Run 1, sequential cells colored by netlist name:
Bar = 100 um.
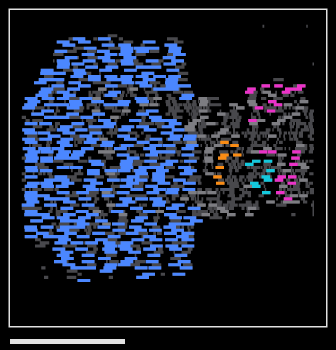
Run 1, zoomed window:
Bar = 20 um. Window x 112 to 162, y 167 to 217 um. Cells in gray, sequential cells in the stronger gray; small squares are vias.
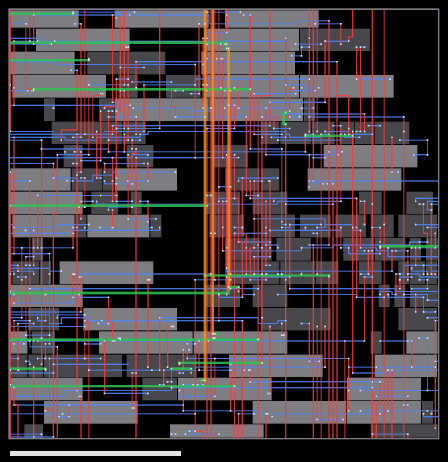
Run 1, M1 wires:
Bar = 100 um.
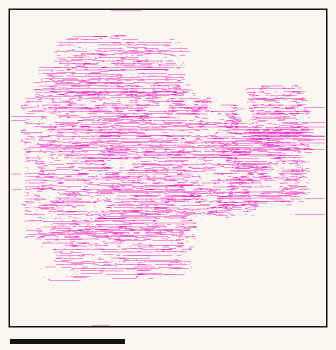
Run 1, the clock network:
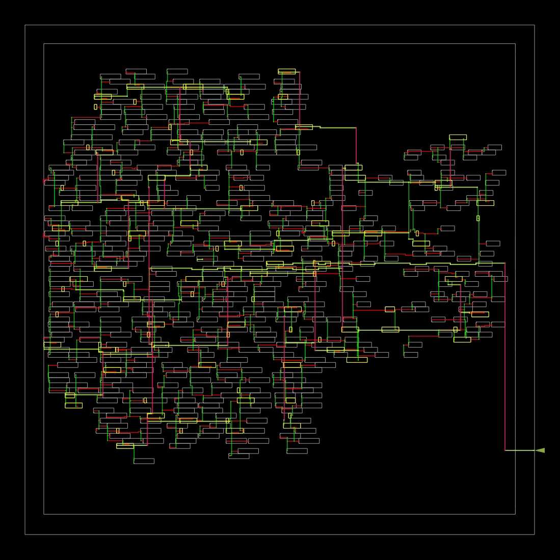
## src/rtl/apb3_dm_spi_master_if.sv

```systemverilog
// APB3 bus bundle for apb3_dm_spi_master.
// Signals:
//   PADDR   byte address (only [4:2] decoded by the slave)
//   PSEL, PENABLE, PWRITE  APB3 control
//   PWDATA  write data
//   PRDATA  read data, PREADY ready (always 1), PSLVERR error response
// Modports: master drives the request, slave drives the response.
interface apb3_dm_spi_master_if;
  logic [7:0]  PADDR;
  logic        PSEL;
  logic        PENABLE;
  logic        PWRITE;
  logic [31:0] PWDATA;
  logic [31:0] PRDATA;
  logic        PREADY;
  logic        PSLVERR;

  modport master (
    output PADDR, PSEL, PENABLE, PWRITE, PWDATA,
    input  PRDATA, PREADY, PSLVERR
  );

  modport slave (
    input  PADDR, PSEL, PENABLE, PWRITE, PWDATA,
    output PRDATA, PREADY, PSLVERR
  );
endinterface

```

## src/rtl/apb3_dm_spi_master.sv

```systemverilog
// APB3 slave feeding a TX FIFO that is serialised MSB-first over SPI mode 0 to a
// deformable-mirror DAC chain. Status and the last received word are readable over APB.
// Ports:
//   HCLK, HRESET  clock and synchronous active-high reset
//   apb           APB3 slave bundle (PADDR/PSEL/PENABLE/PWRITE/PWDATA in, PRDATA/PREADY/PSLVERR out)
//   SCLK, MOSI    SPI clock (idles 0) and serial data out, registered
//   MISO          serial data in
//   CS_N          chip select, active low, registered
//   IRQ           interrupt, registered (only when DM_SPI_IRQ_EN is defined)
// Optional feature: define DM_SPI_IRQ_EN to add the IRQ port and the IRQEN register at 0x10.
module apb3_dm_spi_master #(
  parameter int unsigned DATA_W     = 24,
  parameter int unsigned FIFO_DEPTH = 16
) (
  input  logic                HCLK,
  input  logic                HRESET,
  apb3_dm_spi_master_if.slave apb,
  output logic                SCLK,
  output logic                MOSI,
  input  logic                MISO,
  output logic                CS_N
`ifdef DM_SPI_IRQ_EN
  ,
  output logic                IRQ
`endif
);

  localparam int unsigned PtrW = $clog2(FIFO_DEPTH);
  localparam int unsigned CntW = PtrW + 1;
  localparam int unsigned BitW = $clog2(DATA_W);

  localparam logic [2:0] OffCtrl   = 3'd0;
  localparam logic [2:0] OffStatus = 3'd1;
  localparam logic [2:0] OffTx     = 3'd2;
  localparam logic [2:0] OffRx     = 3'd3;
  localparam logic [2:0] OffIrqEn  = 3'd4;

  typedef enum logic [1:0] {StIdle, StLoad, StShift, StGap} state_e;

  // ---------------- APB decode ----------------
  logic [2:0] idx;
  logic       access, err;
  logic       sel_ctrl, sel_status, sel_tx, sel_rx, sel_irqen, decoded;
  logic       ctrl_wr, status_wr, push, ovf_set, clr_fire;
  logic       fifo_empty, fifo_full;

  assign idx    = apb.PADDR[4:2];
  assign access = apb.PSEL & apb.PENABLE;

  always_comb begin
    sel_ctrl   = (idx == OffCtrl);
    sel_status = (idx == OffStatus);
    sel_tx     = (idx == OffTx);
    sel_rx     = (idx == OffRx);
`ifdef DM_SPI_IRQ_EN
    sel_irqen  = (idx == OffIrqEn);
`else
    sel_irqen  = 1'b0;
`endif
    decoded    = sel_ctrl | sel_status | sel_tx | sel_rx | sel_irqen;
  end

  always_comb begin
    err = 1'b0;
    if (!decoded) begin
      err = 1'b1;
    end else if (sel_rx && apb.PWRITE) begin
      err = 1'b1;
    end else if (sel_tx && !apb.PWRITE) begin
      err = 1'b1;
    end else if (sel_tx && fifo_full) begin
      err = 1'b1;
    end
  end

  assign apb.PSLVERR = access & err;
  assign apb.PREADY  = 1'b1;

  assign ctrl_wr   = access & apb.PWRITE & ~err & sel_ctrl;
  assign status_wr = access & apb.PWRITE & ~err & sel_status;
  assign push      = access & apb.PWRITE & ~err & sel_tx;
  assign ovf_set   = access & apb.PWRITE & sel_tx & fifo_full;
  assign clr_fire  = ctrl_wr & apb.PWDATA[1];

  // ---------------- Control / status registers ----------------
  logic              en_q, ovf_q;
  logic [7:0]        div_q;
  logic [DATA_W-1:0] rxdata_q;

  always_ff @(posedge HCLK) begin
    if (HRESET) begin
      en_q  <= 1'b0;
      div_q <= 8'd0;
      ovf_q <= 1'b0;
    end else begin
      if (ctrl_wr) begin
        en_q  <= apb.PWDATA[0];
        div_q <= apb.PWDATA[15:8];
      end
      if (ovf_set) begin
        ovf_q <= 1'b1;
      end else if (status_wr && apb.PWDATA[3]) begin
        ovf_q <= 1'b0;
      end
    end
  end

  // ---------------- TX FIFO ----------------
  logic [DATA_W-1:0] mem_q [FIFO_DEPTH];
  logic [PtrW-1:0]   wr_ptr_q, rd_ptr_q;
  logic [CntW-1:0]   level_q;
  logic              pop_req, push_eff, pop_eff;
  logic [DATA_W-1:0] fifo_head;

  assign fifo_empty = (level_q == '0);
  assign fifo_full  = (level_q == CntW'(FIFO_DEPTH));
  assign fifo_head  = mem_q[rd_ptr_q];
  // A flush in the same cycle discards the incoming word.
  assign push_eff   = push & ~clr_fire;
  assign pop_eff    = pop_req & ~fifo_empty;

  always_ff @(posedge HCLK) begin
    if (push_eff) begin
      mem_q[wr_ptr_q] <= apb.PWDATA[DATA_W-1:0];
    end
  end

  always_ff @(posedge HCLK) begin
    if (HRESET || clr_fire) begin
      wr_ptr_q <= '0;
      rd_ptr_q <= '0;
      level_q  <= '0;
    end else begin
      if (push_eff) wr_ptr_q <= wr_ptr_q + 1'b1;
      if (pop_eff)  rd_ptr_q <= rd_ptr_q + 1'b1;
      unique case ({push_eff, pop_eff})
        2'b10:   level_q <= level_q + 1'b1;
        2'b01:   level_q <= level_q - 1'b1;
        default: level_q <= level_q;
      endcase
    end
  end

  // ---------------- Shift engine ----------------
  state_e            state_q, state_d;
  logic [8:0]        cnt_q;
  logic              ph_q;
  logic [BitW-1:0]   bit_q;
  logic [7:0]        div_l_q;
  logic [DATA_W-1:0] sh_q, rxsh_q, rx_next;
  logic              half_done, gap_done, last_bit, start, sample, busy;
  logic              cs_n_d, sclk_d, mosi_d;

  assign half_done = (cnt_q == {1'b0, div_l_q});
  assign gap_done  = (cnt_q == {div_l_q, 1'b1});
  assign last_bit  = (bit_q == BitW'(DATA_W - 1));
  assign busy      = (state_q != StIdle);
  // Don't start a word on the same edge that disables the engine or flushes the FIFO.
  assign start     = en_q & ~(ctrl_wr & ~apb.PWDATA[0]) & ~fifo_empty & ~clr_fire;
  assign rx_next   = sample ? {rxsh_q[DATA_W-2:0], MISO} : rxsh_q;

  always_ff @(posedge HCLK) begin
    if (HRESET) begin
      state_q <= StIdle;
    end else begin
      state_q <= state_d;
    end
  end

  always_comb begin
    state_d = state_q;
    unique case (state_q)
      StIdle:  if (start) state_d = StLoad;
      StLoad:  state_d = StShift;
      StShift: if (half_done && ph_q && last_bit) state_d = StGap;
      StGap:   if (gap_done) state_d = StIdle;
      default: state_d = StIdle;
    endcase
  end

  always_comb begin
    pop_req = 1'b0;
    sample  = 1'b0;
    cs_n_d  = 1'b1;
    sclk_d  = 1'b0;
    mosi_d  = 1'b0;
    unique case (state_q)
      StLoad: begin
        pop_req = 1'b1;
        cs_n_d  = 1'b0;
        mosi_d  = fifo_head[DATA_W-1];
      end
      StShift: begin
        cs_n_d = 1'b0;
        sclk_d = ph_q;
        mosi_d = sh_q[DATA_W-1];
        // First cycle of the high phase lines up with the registered SCLK rising.
        sample = ph_q & (cnt_q == 9'd0);
      end
      default: ;
    endcase
  end

  always_ff @(posedge HCLK) begin
    if (HRESET) begin
      cnt_q    <= 9'd0;
      ph_q     <= 1'b0;
      bit_q    <= '0;
      div_l_q  <= 8'd0;
      sh_q     <= '0;
      rxsh_q   <= '0;
      rxdata_q <= '0;
    end else begin
      unique case (state_q)
        StLoad: begin
          sh_q    <= fifo_head;
          div_l_q <= div_q;
          cnt_q   <= 9'd0;
          ph_q    <= 1'b0;
          bit_q   <= '0;
        end
        StShift: begin
          rxsh_q <= rx_next;
          if (half_done) begin
            cnt_q <= 9'd0;
            ph_q  <= ~ph_q;
            if (ph_q) begin
              sh_q  <= {sh_q[DATA_W-2:0], 1'b0};
              bit_q <= bit_q + 1'b1;
              if (last_bit) rxdata_q <= rx_next;
            end
          end else begin
            cnt_q <= cnt_q + 9'd1;
          end
        end
        StGap:   cnt_q <= cnt_q + 9'd1;
        default: ;
      endcase
    end
  end

  // SPI pins are registered so they are glitch-free.
  logic cs_n_q, sclk_q, mosi_q;

  always_ff @(posedge HCLK) begin
    if (HRESET) begin
      cs_n_q <= 1'b1;
      sclk_q <= 1'b0;
      mosi_q <= 1'b0;
    end else begin
      cs_n_q <= cs_n_d;
      sclk_q <= sclk_d;
      mosi_q <= mosi_d;
    end
  end

  assign CS_N = cs_n_q;
  assign SCLK = sclk_q;
  assign MOSI = mosi_q;

`ifdef DM_SPI_IRQ_EN
  logic [1:0] irqen_q;
  logic       irq_q;

  always_ff @(posedge HCLK) begin
    if (HRESET) begin
      irqen_q <= 2'b00;
      irq_q   <= 1'b0;
    end else begin
      if (access && apb.PWRITE && sel_irqen) irqen_q <= apb.PWDATA[1:0];
      irq_q <= (irqen_q[0] & fifo_empty & ~busy & en_q) | (irqen_q[1] & ovf_q);
    end
  end

  assign IRQ = irq_q;
`endif

  // ---------------- Read mux ----------------
  logic [31:0] rdata;
  logic [5:0]  level_ext;

  // LEVEL widened so a 32-deep FIFO can report 32; bit 13 is always 0 for depth <= 16.
  assign level_ext = 6'(level_q);

  always_comb begin
    rdata = 32'd0;
    if (sel_ctrl) begin
      rdata = {16'd0, div_q, 7'd0, en_q};
    end else if (sel_status) begin
      rdata = {18'd0, level_ext, 4'd0, ovf_q, fifo_full, fifo_empty, busy};
    end else if (sel_rx) begin
      rdata = 32'(rxdata_q);
    end
`ifdef DM_SPI_IRQ_EN
    else if (sel_irqen) begin
      rdata = {30'd0, irqen_q};
    end
`endif
  end

  assign apb.PRDATA = apb.PSEL ? rdata : 32'd0;

  logic unused_bits;
  assign unused_bits = ^{apb.PADDR[7:5], apb.PADDR[1:0], apb.PWDATA};

endmodule

```

## src/flat_wrapper.sv

```systemverilog
// flat-port wrapper written by rule: the top's interface ports become plain ports
module apb3_dm_spi_master_flat 
#(
  parameter int unsigned DATA_W     = 24,
  parameter int unsigned FIFO_DEPTH = 16
)
  (HCLK, HRESET, SCLK, MOSI, MISO, CS_N, apb_PADDR, apb_PSEL, apb_PENABLE, apb_PWRITE, apb_PWDATA, apb_PRDATA, apb_PREADY, apb_PSLVERR);
  apb3_dm_spi_master_if apb_i ();
  input  logic HCLK;
  input  logic HRESET;
  output logic SCLK;
  output logic MOSI;
  input  logic MISO;
  output logic CS_N;
  input wire logic [$bits(apb_i.PADDR)-1:0] apb_PADDR;
  input wire logic [$bits(apb_i.PSEL)-1:0] apb_PSEL;
  input wire logic [$bits(apb_i.PENABLE)-1:0] apb_PENABLE;
  input wire logic [$bits(apb_i.PWRITE)-1:0] apb_PWRITE;
  input wire logic [$bits(apb_i.PWDATA)-1:0] apb_PWDATA;
  output wire logic [$bits(apb_i.PRDATA)-1:0] apb_PRDATA;
  output wire logic [$bits(apb_i.PREADY)-1:0] apb_PREADY;
  output wire logic [$bits(apb_i.PSLVERR)-1:0] apb_PSLVERR;
  assign apb_i.PADDR = apb_PADDR;
  assign apb_i.PSEL = apb_PSEL;
  assign apb_i.PENABLE = apb_PENABLE;
  assign apb_i.PWRITE = apb_PWRITE;
  assign apb_i.PWDATA = apb_PWDATA;
  assign apb_PRDATA = apb_i.PRDATA;
  assign apb_PREADY = apb_i.PREADY;
  assign apb_PSLVERR = apb_i.PSLVERR;
  apb3_dm_spi_master #(.DATA_W(DATA_W), .FIFO_DEPTH(FIFO_DEPTH)) u_core (.HCLK(HCLK), .HRESET(HRESET), .apb(apb_i), .SCLK(SCLK), .MOSI(MOSI), .MISO(MISO), .CS_N(CS_N));
endmodule
```

## config.mk

```make
export PLATFORM = sky130hd
export DESIGN_NAME = apb3_dm_spi_master_flat
export DESIGN_NICKNAME = d
export VERILOG_FILES = /design/src/rtl/apb3_dm_spi_master_if.sv /design/src/rtl/apb3_dm_spi_master.sv /design/src/flat_wrapper.sv
export SDC_FILE = /design/constraint.sdc
export NUM_CORES = 1
export LEC_CHECK = 0
export CORE_MARGIN = 10
export CORE_UTILIZATION = 32
export CTS_CLUSTER_SIZE = 10
export DETAILED_ROUTE_END_ITERATION = 6
export PLACE_DENSITY = 0.57
export SLEW_MARGIN = 5
export SYNTH_ARGS = -nofsm -noshare
export SYNTH_HDL_FRONTEND = slang
export SYNTH_SLANG_ARGS = --single-unit
```

## constraint.sdc

```tcl
create_clock -name HCLK -period 9.69 [get_ports HCLK]
set_input_delay 0.969 -clock HCLK [delete_from_list [all_inputs] [get_ports HCLK]]
set_output_delay 0.969 -clock HCLK [all_outputs]
set_load 0.02 [all_outputs]
```

==> run notes, run 1 <==
The synthesis and PnR run went through. The flow ran to the end, and the final reports show no timing, DRC or antenna violations. Count of endpoints failing setup in the final report landed at 0. Walking the worst path, the cells encountered are clkdlybuf4s50_1, inv_1, nor3_1, and2_1, clkdlybuf4s50_1. The H-tree was split into 2 levels. Combinational logic power landed at 0.000228 W. Data arrival time of the worst path landed at 3.77 ns. Final antenna-violating net count landed at 0. Max-cap violation count landed at 0. The clock network consumes a total of 0.00199 W. Ranked by instance count, the synthesized netlist is headed by edfxtp_1 (384), dfxtp_1 (127), nor2_1 (108). Final setup slack of the worst path landed at 4.95 ns. After synthesis, the share of cell area in mux cells is 13.5%. Setup repair after global routing left no endpoint under its margin. The global routing report lists met3 layer usage as 3.09%.

Per the OpenROAD floorplan log, the height of the die is 274 um. Chip area line of the yosys report landed at 20600 um2. STA lists the startpoint of the worst register-to-register path as u_core.level_q[2]. Count of final hold-check violations landed at 0. Quantity of gates resized following cts landed at 0. Among all stages on the critical path, the largest delay is contributed by nor3_1. Met2 usage in global routing landed at 19.2%. Sequential elements use 68.2% of the synthesized area.

The highest metal layer carrying signal wires in the routed design is met5. After clock tree synthesis, the flow added hold-fix buffers numbering 0. The floorplan step set the die width to 274 um. Count of cell types in the netlist landed at 61. The clock net in this run drives a total of 511 sinks. Per the OpenROAD power report, switching power amounts to 0.00101 W. In the final routing, the length of wire on met1 measures 21.7 mm. DRC violations left landed at 0. The share of the core area taken by cells at floorplan is 32.2%. Post-layout instance count excluding filler cells landed at 2285. By instance count after routing, the leading logic cell type is edfxtp_1.

Looking at the reg2reg group, the worst path ends at u_core.mem_q[10][2]. For flop-to-flop paths, the worst setup slack is 6.14 ns. Derived from the worst setup path, the maximum achievable clock frequency is 211 MHz. For reference, XOR and XNOR gates occupy 1.49% of the area reported after synthesis.

The root buffer cell chosen for the clock tree is clkbuf_16. Worst-case vdd ir drop landed at 0.176 mV. The critical path is of the input port to primary output type.

Overall die area landed at 75000 um2. The library cells used most frequently in the layout, excluding fill and tap cells, are edfxtp_1 (384), dfxtp_1 (123), nor2_1 (96). The launch point of the worst min-delay path is recorded as u_core.sh_q[0]. In this design, the largest share of critical-path delay is due to buffers and inverters.

Buffers inserted during post-CTS setup optimization landed at 0. The design draws 0.00464 W. The number of cells on the worst hold path is listed as 2.

Relative contribution of sequential cells to total power landed at 52.1%. Clock network fraction of total power landed at 43.0%. The first global-routing pass estimated 72.2 mm of wire. In the final layout, the share of cells above drive strength 1 is 16.4%. Post-route setup TNS landed at 0 ns.

Internal power comes to 0.00363 W. Cells fill 37.2% of the core in the end. Of the combinational cells, the family taking the most area is multiplexers. Area of placed instances landed at 22100 um2. Number of placement rows landed at 93.

Per the gpl log, the routability congestion estimate is 0.780. Count of buffer and inverter cells on the critical path landed at 3. 83 I/O pins were placed. Pin count of the biggest net entering global routing landed at 57. In the routed layout, each cell is associated on average with a via count of 5.03.

Number of DRC violations after detailed-routing iteration 0 landed at 824. Detailed routing placed a total of 21.4 mm of wire on met2. Length of routed met3 wiring landed at 3.44 mm.

Per the layout area report, the register area comes to 14100 um2. In this run the biggest area consumer among cell types represents 55.9% of the synthesized area. The detailed placer reported the number of placed instances as 2178. At the placement stage, the worst setup path has a slack of 4.89 ns. Synthesized area per cell landed at 15.4 um2. Once detailed placement completed, the half-perimeter wirelength came to 25.7 mm.

Area occupied by multi-input gates landed at 6170 um2. The cell-mix breakdown from Yosys lists the simple-gate area share as 6.38%. The post-synth count of flops with an enable pin is 384. Transition time at the pin with the least slew margin landed at 1.19 ns. Maximum fanout count along the critical path landed at 17.

Register clock-pin slew on the reported worst setup and hold paths landed at 0.06 ns. First-pass detailed-route iteration total landed at 5. Count of state elements after synthesis landed at 511. Headroom to the max-slew limit came out at 20.5%. TritonCTS built the clock tree. Number of gates on the worst path with buffers counted landed at 5. For this sky-water flow run, the detailed-routed wirelength per cell is reported as 20.9 um. The worst path in the final design needs a cycle of 4.74 ns, including I/O delays and setup.

Final worst hold slack landed at 0.477 ns. Number of buffer cells added on primary ports landed at 60. No sink is reached through more buffers than the 3 on the longest clock path.

Yosys attributes the largest share of cell area to edfxtp_1 (56%), dfxtp_1 (12%), mux4_2 (8.1%). For this run the top cell type by instance count after synthesis was edfxtp_1. Per the OpenROAD power report, leakage power amounts to 7.50 nW.

Summing over the stages, the warning tally comes to 47. In this run the worst setup path begins at apb_PADDR[3]. Count of filler cells inserted in the layout landed at 6003.

Among the stages of the critical path, the cell type that occurs most often is clkdlybuf4s50_1. Overall fraction of global-route tracks in use landed at 12.5%. In this run, the combinational gates consume 4.9% of the power. The worst setup path is launched from an input port. The group that draws the most power in this run is sequential cells.

For hold timing, the worst endpoint is u_core.sh_q[0]. Among all flip-flop cells after synthesis, the most frequent one is edfxtp_1. Via count of the first global-routing pass landed at 11.6k.

The worst setup path is captured at a primary output. The largest total area in the synthesized netlist belongs to edfxtp_1. Looking at the global route congestion table, the highest-usage layer is met2. The repair_antennas step left the layout with diodes totalling 0. Core footprint landed at 64100 um2.

Power consumed by sequential cells landed at 0.00242 W. Area of the mapped netlist landed at 20600 um2. Number of warnings printed during yosys synthesis landed at 0. Final period utilization landed at 49.0%. Share of flip-flops with an asynchronous set or reset after synthesis landed at 0%. Per the post-synthesis report, the number of cells in the design is 1342. Per the Yosys statistics, synthesis produced 1342 cells. Final layout net count landed at 1444. Total congestion overflow landed at 0. Total clock buffers created by CTS landed at 58.
-- 'sequential cells colored by netlist name' (at the start) --
legend:
  blue:
    signal: `u_core.mem_q`
    placed_flops: 384
  orange:
    signal: `u_core.div_l_q`
    placed_flops: 8
  magenta:
    signal: `u_core.rxsh_q`
    placed_flops: 24
  cyan:
    signal: `u_core.cnt_q`
    placed_flops: 9
    where: middle right
not colored: 86

-- 'zoomed window' (at the start) --
legend:
  red:
    layer: metal 2
  orange:
    layer: metal 4
  green:
    layer: metal 3
  blue:
    layer: metal 1
most frequent: edfxtp_1 (27), nor2_4 (12)
netlist names of flops here include: `u_core.mem_q` (27), `u_core.sh_q` (3), `u_core.rd_ptr_q` (2)
cells with their middle in the window: 105
sequential cells in the window: 34

-- 'M1 wires' (at the start) --
nets with wire on the layer: 1336
wire length on this layer: 21.7 mm
longest straight run: 79.6 um
main direction: horizontal
global-route met1 utilization: 17.3%
sum of routed wire length over all layers: 47.7 mm
vias after detailed routing: 11.5k

-- 'the clock network' (at the start) --
Worst Clk Skew: 0.0350 ns
source-to-sink clock delay at the later pin of the worst-skew pair: 0.62 ns

run 1: sequential cells by signal, indices dropped and copies added (netlist names), named ones only:
signal,cells
u_core.CS_N,1
u_core.MOSI,1
u_core.SCLK,1
u_core.bit_q,5
u_core.cnt_q,9
u_core.div_l_q,8
u_core.div_q,8
u_core.en_q,1
u_core.level_q,5
u_core.mem_q,384
u_core.ovf_q,1
u_core.ph_q,1
u_core.rd_ptr_q,4
u_core.rxdata_q,24
u_core.rxsh_q,24
u_core.sh_q,24
u_core.state_q,2
u_core.wr_ptr_q,4
run 1: layout make-up:
class	instances	share of cell area (%)
clock buffers	104	6.98
clock inverters	3	0.273
inverters	15	0.236
multi-input cells	721	25.9
flip-flops and latches	511	59.1
well taps	855	4.49
repair buffers	76	3.01
Run 1, pin map:
Bar = 100 um. Pins as bars across the die edge, other pins in gray.
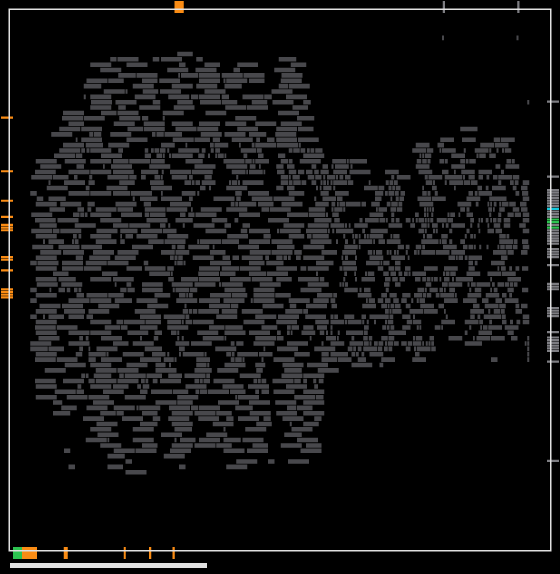

==> run 1 -> run 2 <==
==> constraint.sdc (replaced) <==
create_clock -name HCLK -period 4.9 [get_ports HCLK]
set_input_delay 0.49 -clock HCLK [delete_from_list [all_inputs] [get_ports HCLK]]
set_output_delay 0.49 -clock HCLK [all_outputs]
set_load 0.02 [all_outputs]
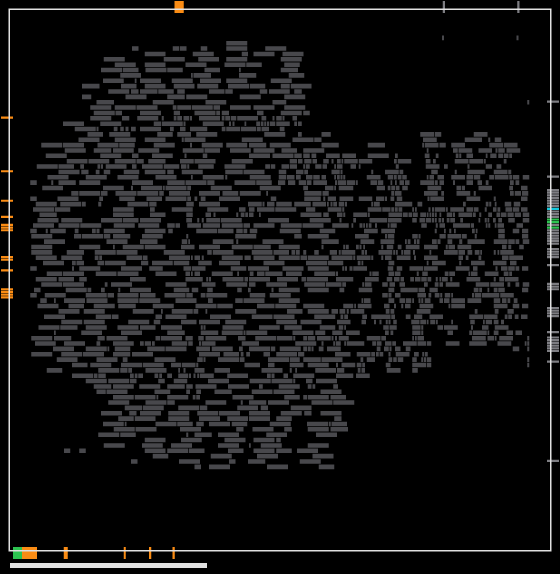
Run 2: pin map
Bar = 100 um. Pins as bars across the die edge, other pins in gray.
legend:
  orange:
    port: `apb_PWDATA`
    pins: 32
    direction: input
    edge: 14 left, 13 bottom, 5 top
  green:
    port: `apb_PADDR`
    pins: 8
    direction: input
    edge: 5 bottom, 3 right
  cyan:
    port: `apb_PSLVERR`
    pins: 1
    direction: output
    edge: right
all pins by edge: 44 right, 18 bottom, 14 left, 7 top

==> run notes, run 2 <==
The synthesis and PnR run went through. Overall die area landed at 75000 um2 (unchanged). The most numerous cell type found on the critical path is clkdlybuf4s50_1. Count of state elements after synthesis landed at 511 (unchanged). The most frequently used library cell after synthesis is edfxtp_1. The cell depth of the worst hold path was 2 (unchanged). Post-cts hold buffer count landed at 0 (unchanged).

The kind of cell with the highest combined delay along the critical path is buffers and inverters. The count of cell types in the netlist came to 61 (unchanged). The H-tree depth reported by CTS was 2 (unchanged). Final period utilization landed at 76.0%. Walking the worst path, the cells encountered are clkdlybuf4s50_1, inv_1, nor3_1, and2_1, clkdlybuf4s50_1.

The tightest min-delay check is of the input port to register type. On the critical path, the stage with the largest delay is an instance of nor3_1. Worst-case vdd ir drop landed at 0.285 mV (+62%). Quantity of gates resized following cts landed at 0 (unchanged). The met2 usage in global routing came to 19.5% (+0.30 points).

Transition time at the pin with the least slew margin landed at 1.04 ns (-0.150 ns). The DRC violations left was 0 (unchanged). Pin count of the biggest net entering global routing landed at 63 (+11%).

The area of the mapped netlist came to 20600 um2 (unchanged). The area of placed instances is 22300 um2 (+0.70%). The starting density of the core was 32.2% (unchanged). The flip-flop count of the largest register, all copies and words added was 384 (unchanged). The wire length of the first global-routing pass came to 72.9 mm (+1.0%). TritonCTS built the clock tree. The post-layout utilization of the core came to 37.4% (+0.24 points).

By instance count after routing, the leading logic cell types are edfxtp_1 (384), dfxtp_1 (123), nor2_1 (96). Detailed-route wire length on metal 1 landed at 22.1 mm (+1.9%). The count of vias placed by the detailed router is 11.5k (+0.11%). Share of flip-flops with an asynchronous set or reset after synthesis landed at 0% (unchanged). Via count of the first global-routing pass landed at 11.6k (+0.39%).

Overall die height landed at 274 um (unchanged). Tracing the worst setup path back leads to its startpoint at apb_PADDR[3]. The count of inserted antenna diode cells came to 0 (unchanged). The via-per-instance ratio came to 5.00 (-0.67%).

The worst setup path is launched from an input port. Ranked by flip-flop count, first place goes to u_core.mem_q. Switching power landed at 0.00201 W (+100%).

Net switching is 21.8% of the power. Number of DRC violations after detailed-routing iteration 0 landed at 979 (+19%). Setup repair after global routing left no endpoint under its margin. The final setup slack of the worst path is 1.18 ns (-3.77 ns). Number of buffer cells added on primary ports landed at 60 (unchanged). Power per unit of standard cell area landed at 384 nW/um2.

The post-layout instance count excluding filler cells was 2303 (+0.79%). Biggest cell delay along the critical path landed at 0.83 ns. Final layout net count landed at 1463 (+1.3%). The worst setup slack before clock tree synthesis was 1.11 ns (-3.79 ns). By area the synthesized netlist is led by edfxtp_1 (56%), dfxtp_1 (12%), mux4_2 (8.1%). The number of flops mapped to enable cells by yosys is 384 (unchanged). The logic gate share of total power was 5.0% (about the same). met2 is the most crowded layer. Clock network power landed at 0.00396 W (+99%). Worst max-slew margin expressed relative to the limit landed at 30.5% (+10 points). The area occupied by multi-input gates is 6170 um2 (unchanged). The path with the worst hold slack has its endpoint at u_core.rxsh_q[22]. The core footprint came to 64100 um2 (unchanged).

Clock insertion delay at the later pin of the skew report landed at 0.62 ns (about the same). Fraction of synthesized cell area taken by the top area cell type landed at 55.9% (unchanged). Reg-to-reg setup timing slack landed at 1.60 ns (-4.54 ns). Count of filler cells inserted in the layout landed at 6001 (-0.033%). The number of gates on the worst path with buffers counted is 5 (unchanged). Die width landed at 274 um (unchanged). Post-route minimum period landed at 3.72 ns. Buffer levels on the longest clock path landed at 3 (unchanged).

The number of cells after detailed placement came to 2197 (+0.87%). Combinational logic power landed at 0.000456 W (+100%). Power consumed by sequential cells landed at 0.00478 W (+98%).

Met3 usage landed at 2.96% (-0.13 points). The count of endpoints failing setup in the final report was 0 (unchanged). Of all cell types, the one taking the most synthesized area is edfxtp_1. Cell total in the yosys stat output landed at 1342 (unchanged). The top-level I/O count is 83 (unchanged).

Final routed wire length divided by cell count landed at 20.9 um (about the same). The critical path ends at apb_PRDATA[16]. The share of cells above drive strength 1 was 17.6% (+1.2 points). The first-pass detailed-route iteration total is 5 (unchanged).

The weighted congestion reported at the end of routability-driven placement came to 0.771 (-1.1%). Number of placement rows landed at 93 (unchanged). Signal nets in the final route climb as high as met5. Final antenna-violating net count landed at 0 (unchanged).

The data required time reported for the critical path is 4.41 ns. Final worst hold slack landed at 0.300 ns (-0.178 ns). Total congestion overflow landed at 0 (unchanged). The number of antenna violations at the first check in global routing came to 5. Synthesized area per cell landed at 15.4 um2 (unchanged). In this run the critical register-to-register path is captured at u_core.level_q[4]. The length of routed met3 wiring is 3.29 mm (-4.4%). STA lists the startpoint of the worst hold path as HRESET.

Buffers inserted during post-CTS setup optimization landed at 0 (unchanged). OpenROAD warning count landed at 47 (unchanged). The instance count of the mapped netlist is 1342 (unchanged). Maximum fanout count along the critical path landed at 17 (unchanged). Chip area line of the yosys report landed at 20600 um2 (unchanged).

The sequential cell area was 14100 um2 (unchanged). The clock network fraction of total power came to 43.1% (about the same). Met2 wire length landed at 21.7 mm (+1.5%). For this run, the leading register cell type out of synthesis is edfxtp_1. The total power after layout came to 0.00920 W (+98%). The met1 track utilization from global routing was 17.8% (+0.43 points). Max-cap violation count landed at 0 (unchanged). The commonest cells after synthesis are edfxtp_1 (384), dfxtp_1 (127), nor2_1 (108).

The overall fraction of global-route tracks in use came to 12.7% (+0.17 points). Looking at the clock tree report, the root buffer type is clkbuf_16. Relative contribution of sequential cells to total power landed at 52.0% (about the same).

The total clock buffers created by CTS was 58 (unchanged). Worst reg-to-reg path cell count landed at 11. Count of final hold-check violations landed at 0 (unchanged).

Number of warnings printed during yosys synthesis landed at 0 (unchanged). Count of buffer and inverter cells on the critical path landed at 3 (unchanged). The run finished with clean final reports.

Post-route clock skew landed at 0.0454 ns (+0.0104 ns). The internal power summed over all cells is 0.00719 W (+98%). Data arrival time of the worst path landed at 3.23 ns (-0.54 ns). Based on the critical path, the design can be clocked at up to 269 MHz. Total length of routed wires landed at 48.1 mm (+0.88%).

Sequential share of the synthesized area landed at 68.2% (unchanged). The register clock-pin slew on the reported worst setup and hold paths is 0.06 ns (about the same). In this run the critical register-to-register path is launched from u_core.state_q[1]. STA classifies the critical path endpoint as a primary output. The group that draws the most power in this run is sequential cells. Area added between synthesis and finish landed at 16.2%.

Number of clock sinks landed at 511 (unchanged). The top cell type in the final layout, fill and taps aside, is edfxtp_1. In the setup report, the worst path falls into the class input port to primary output. The post-route setup TNS is 0 ns (unchanged).

HPWL reported at the end of detailed placement landed at 27.4 mm (+6.6%). The leakage power of the design came to 7.61 nW (+1.4%).
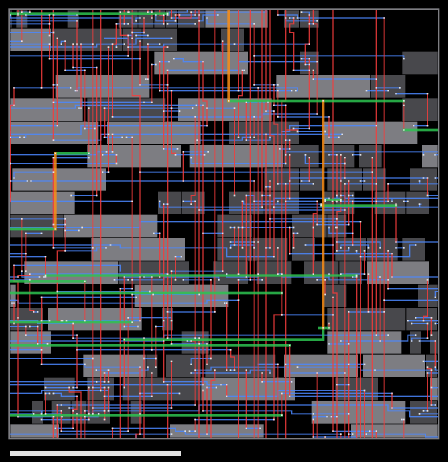
Run 2: zoomed window
Bar = 20 um. Window x 112 to 162, y 167 to 217 um. Cells in gray, sequential cells in the stronger gray; small squares are vias.
legend:
  orange:
    layer: metal 4
  blue:
    layer: metal 1
  green:
    layer: metal 3
  red:
    layer: metal 2
most frequent: edfxtp_1 (22), nor2_4 (12), buf_4 (11)
netlist names of flops here include: `u_core.mem_q` (22), `u_core.sh_q` (3), `u_core.rd_ptr_q` (2)
cells with their middle in the window: 99
sequential cells in the window: 29

[run 2: cell families (layout without fill, tap and decap cells)]
family / Yosys count / in the layout / synth area share, %
multiplexers: 181 / 181 / 13.5
flip-flops: 511 / 511 / 68.2
other: 2 / 9 / 0.0364
AND/OR/NAND/NOR: 281 / 281 / 6.38
adder cells (fa/ha/maj): 15 / 15 / 0.910
XOR/XNOR: 35 / 35 / 1.49
buffers and inverters: 117 / 216 / 2.55
AND-OR/OR-AND: 200 / 200 / 6.87
[run 2: area by class of cell]
| class | instances | share of cell area, % |
|---|---|---|
| clock buffer | 103 | 6.97 |
| clock inverter | 3 | 0.230 |
| timing repair buffer | 95 | 3.64 |
| multi-input combinational | 721 | 25.7 |
| sequential | 511 | 58.7 |
| tap | 855 | 4.46 |
| inverter | 15 | 0.235 |
==> run 2 -> run 3 <==
==> constraint.sdc (replaced) <==
create_clock -name HCLK -period 3.5 [get_ports HCLK]
set_input_delay 0.35 -clock HCLK [delete_from_list [all_inputs] [get_ports HCLK]]
set_output_delay 0.35 -clock HCLK [all_outputs]
set_load 0.02 [all_outputs]
==> run notes, run 3 <==
The synthesis and PnR run went through. The power consumed by sequential cells was 0.00669 W (+40%). The power per unit of standard cell area came to 532 nW/um2 (+39%). Synthesized area per cell landed at 15.4 um2 (unchanged). Clock insertion delay at the later pin of the skew report landed at 0.63 ns (about the same). After layout, the worst path uses 87.0% of the clock period.

Weighted congestion reported at the end of routability-driven placement landed at 0.793 (+2.8%). The sequential share of the synthesized area came to 68.2% (unchanged). The data arrival time of the worst path was 3.50 ns (+0.27 ns). The final routed wire length divided by cell count came to 20.3 um (-2.7%). Area occupied by multi-input gates landed at 6190 um2 (+0.37%). The tree is rooted in a clkbuf_16.

Number of placement rows landed at 93 (unchanged). Max-cap violation count landed at 0 (unchanged). The clock network power was 0.00560 W (+41%). Total clock buffers created by CTS landed at 58 (unchanged). The quantity of gates resized following cts was 0 (unchanged). The total length of routed wires was 47.3 mm (-1.6%).

The transition time at the pin with the least slew margin came to 0.806 ns (-0.234 ns). Top-level I/O count landed at 83 (unchanged). The cell total in the yosys stat output was 1342 (unchanged). Sequential cell area landed at 14100 um2 (unchanged). Number of antenna violations at the first check in global routing landed at 0 (-5). Number of warnings printed during yosys synthesis landed at 0 (unchanged).

The run finished with clean final reports. Looking at the group totals, the largest power group turns out to be sequential cells. Count of filler cells inserted in the layout landed at 5975 (-0.43%). The global routing stage identified its most utilized layer as met2. Setup repair after global routing left no endpoint under its margin. The flip-flop count of the largest register, all copies and words added is 384 (unchanged). Compared with the post-synthesis result, the final layout area differs by 18.0%. The count of inserted antenna diode cells came to 1 (+1).

Leakage power of the design landed at 7.75 nW (+1.8%). The buffer levels on the longest clock path is 3 (unchanged). STA classifies the critical path startpoint as a register. The total of plain and repair buffers excluding clock buffers came to 118 (+24%). First-pass detailed-route iteration total landed at 4 (-1). The synthesis stats list as the most numerous cell edfxtp_1. Walking the worst path, the cells encountered are nor4_1, buf_4, a2111oi_2, inv_1, ha_1, xor2_1, ha_1, a21oi_1, o22ai_1, a222oi_1, or3_1, a21oi_1. The total power after layout was 0.0129 W (+41%). Count of vias placed by the detailed router landed at 11.6k (+0.92%). For reference, the top cells by count after synthesis are edfxtp_1 (384), dfxtp_1 (127), nor2_1 (108). The final setup slack of the worst path is 0.454 ns (-0.724 ns).

The logic gate share of total power was 5.1% (about the same). Share of final layout cell area taken by non-clock buffers landed at 4.81% (+1.2 points). For this design, the slowest cell found on the critical path is a2111oi_2. The count of state elements after synthesis came to 511 (unchanged). Count of buffer and inverter cells on the critical path landed at 2 (-1). Combinational logic power landed at 0.000659 W (+45%). The worst setup slack before clock tree synthesis is 0.0736 ns (-1.03 ns). The flop share of the area came to 57.9% (-0.86 points). The starting density of the core is 32.2% (unchanged).

The number of flops mapped to enable cells by yosys came to 384 (unchanged). Detailed-route wire length on metal 1 landed at 21.3 mm (-3.9%). The multi-input gate count came to 721 (unchanged). Met3 usage landed at 2.24% (-0.72 points).

The count of endpoints failing setup in the final report is 0 (unchanged). The number of cells after detailed placement was 2220 (+1.0%). Inverter tally of the final layout excluding the clock network landed at 15 (unchanged). Via count of the first global-routing pass landed at 12.1k (+4.1%). The overall die area was 75000 um2 (unchanged). Routed signal wires occupy layers up through met4.

Met1 track utilization from global routing landed at 16.9% (-0.92 points). Tap cell count landed at 855 (unchanged). Fraction of area in multi-input gates landed at 25.4% (-0.29 points). The fraction of power spent switching nets is 21.8% (-0.072 points). The post-route setup TNS was 0 ns (unchanged).

The largest cell class by area is registers. Met2 usage in global routing landed at 20.7% (+1.2 points). Core footprint landed at 64100 um2 (unchanged).

Post-cts hold buffer count landed at 0 (unchanged). The relative contribution of sequential cells to total power is 51.7% (-0.3 points). Worst-case vdd ir drop landed at 0.383 mV (+34%).

TritonCTS built the clock tree. Number of clock sinks landed at 511 (unchanged). Portion of the layout cell area used by clock cells landed at 7.23% (+0.038 points). Checking hold timing, the worst path is listed with class input port to register. The number of DRC violations after detailed-routing iteration 0 was 843 (-14%).
[run 3: cell counts after synthesis]
No cell type changed its count.
[run 3: cell families (layout without fill, tap and decap cells)]
kind of cell,Yosys count,count (layout),synth area share (%)
and+or+nand+nor,281,281,6.38
DFF,511,511,68.2
muxes,181,181,13.5
AOI/OAI and AO/OA,200,200,6.87
xor gates and xnor gates,35,35,1.49
adders and majority gates,15,15,0.910
other,2,10,0.0364
buffers and inverters,117,240,2.55
[run 3: path summary, 6_finish.rpt]
check             cells after the start                end               from  slack (ns)
setup / recovery                     12  u_core.level_q[4]  u_core.level_q[2]        0.45
hold / removal                        2    u_core.bit_q[0]             HRESET        0.26
setup reg to reg                     12  u_core.level_q[4]  u_core.level_q[2]        0.45
hold reg to reg                       2     u_core.sh_q[0]     u_core.sh_q[0]        0.47
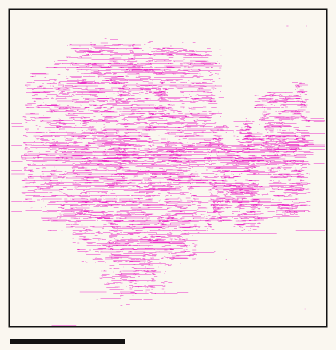
Run 3: M1 wires
Bar = 100 um.
main direction: horizontal
share of all routed wire: 45%
longest straight run: 82.3 um

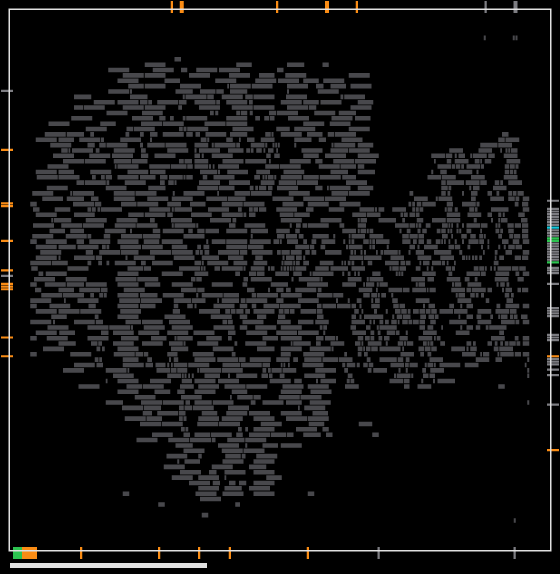
Run 3: pin map
Bar = 100 um. Pins as bars across the die edge, other pins in gray.
tally of buffers added on design ports: 60
overall die height: 274 um
Die X-Extent: 274 um

Power and IR drop assume default switching activity.
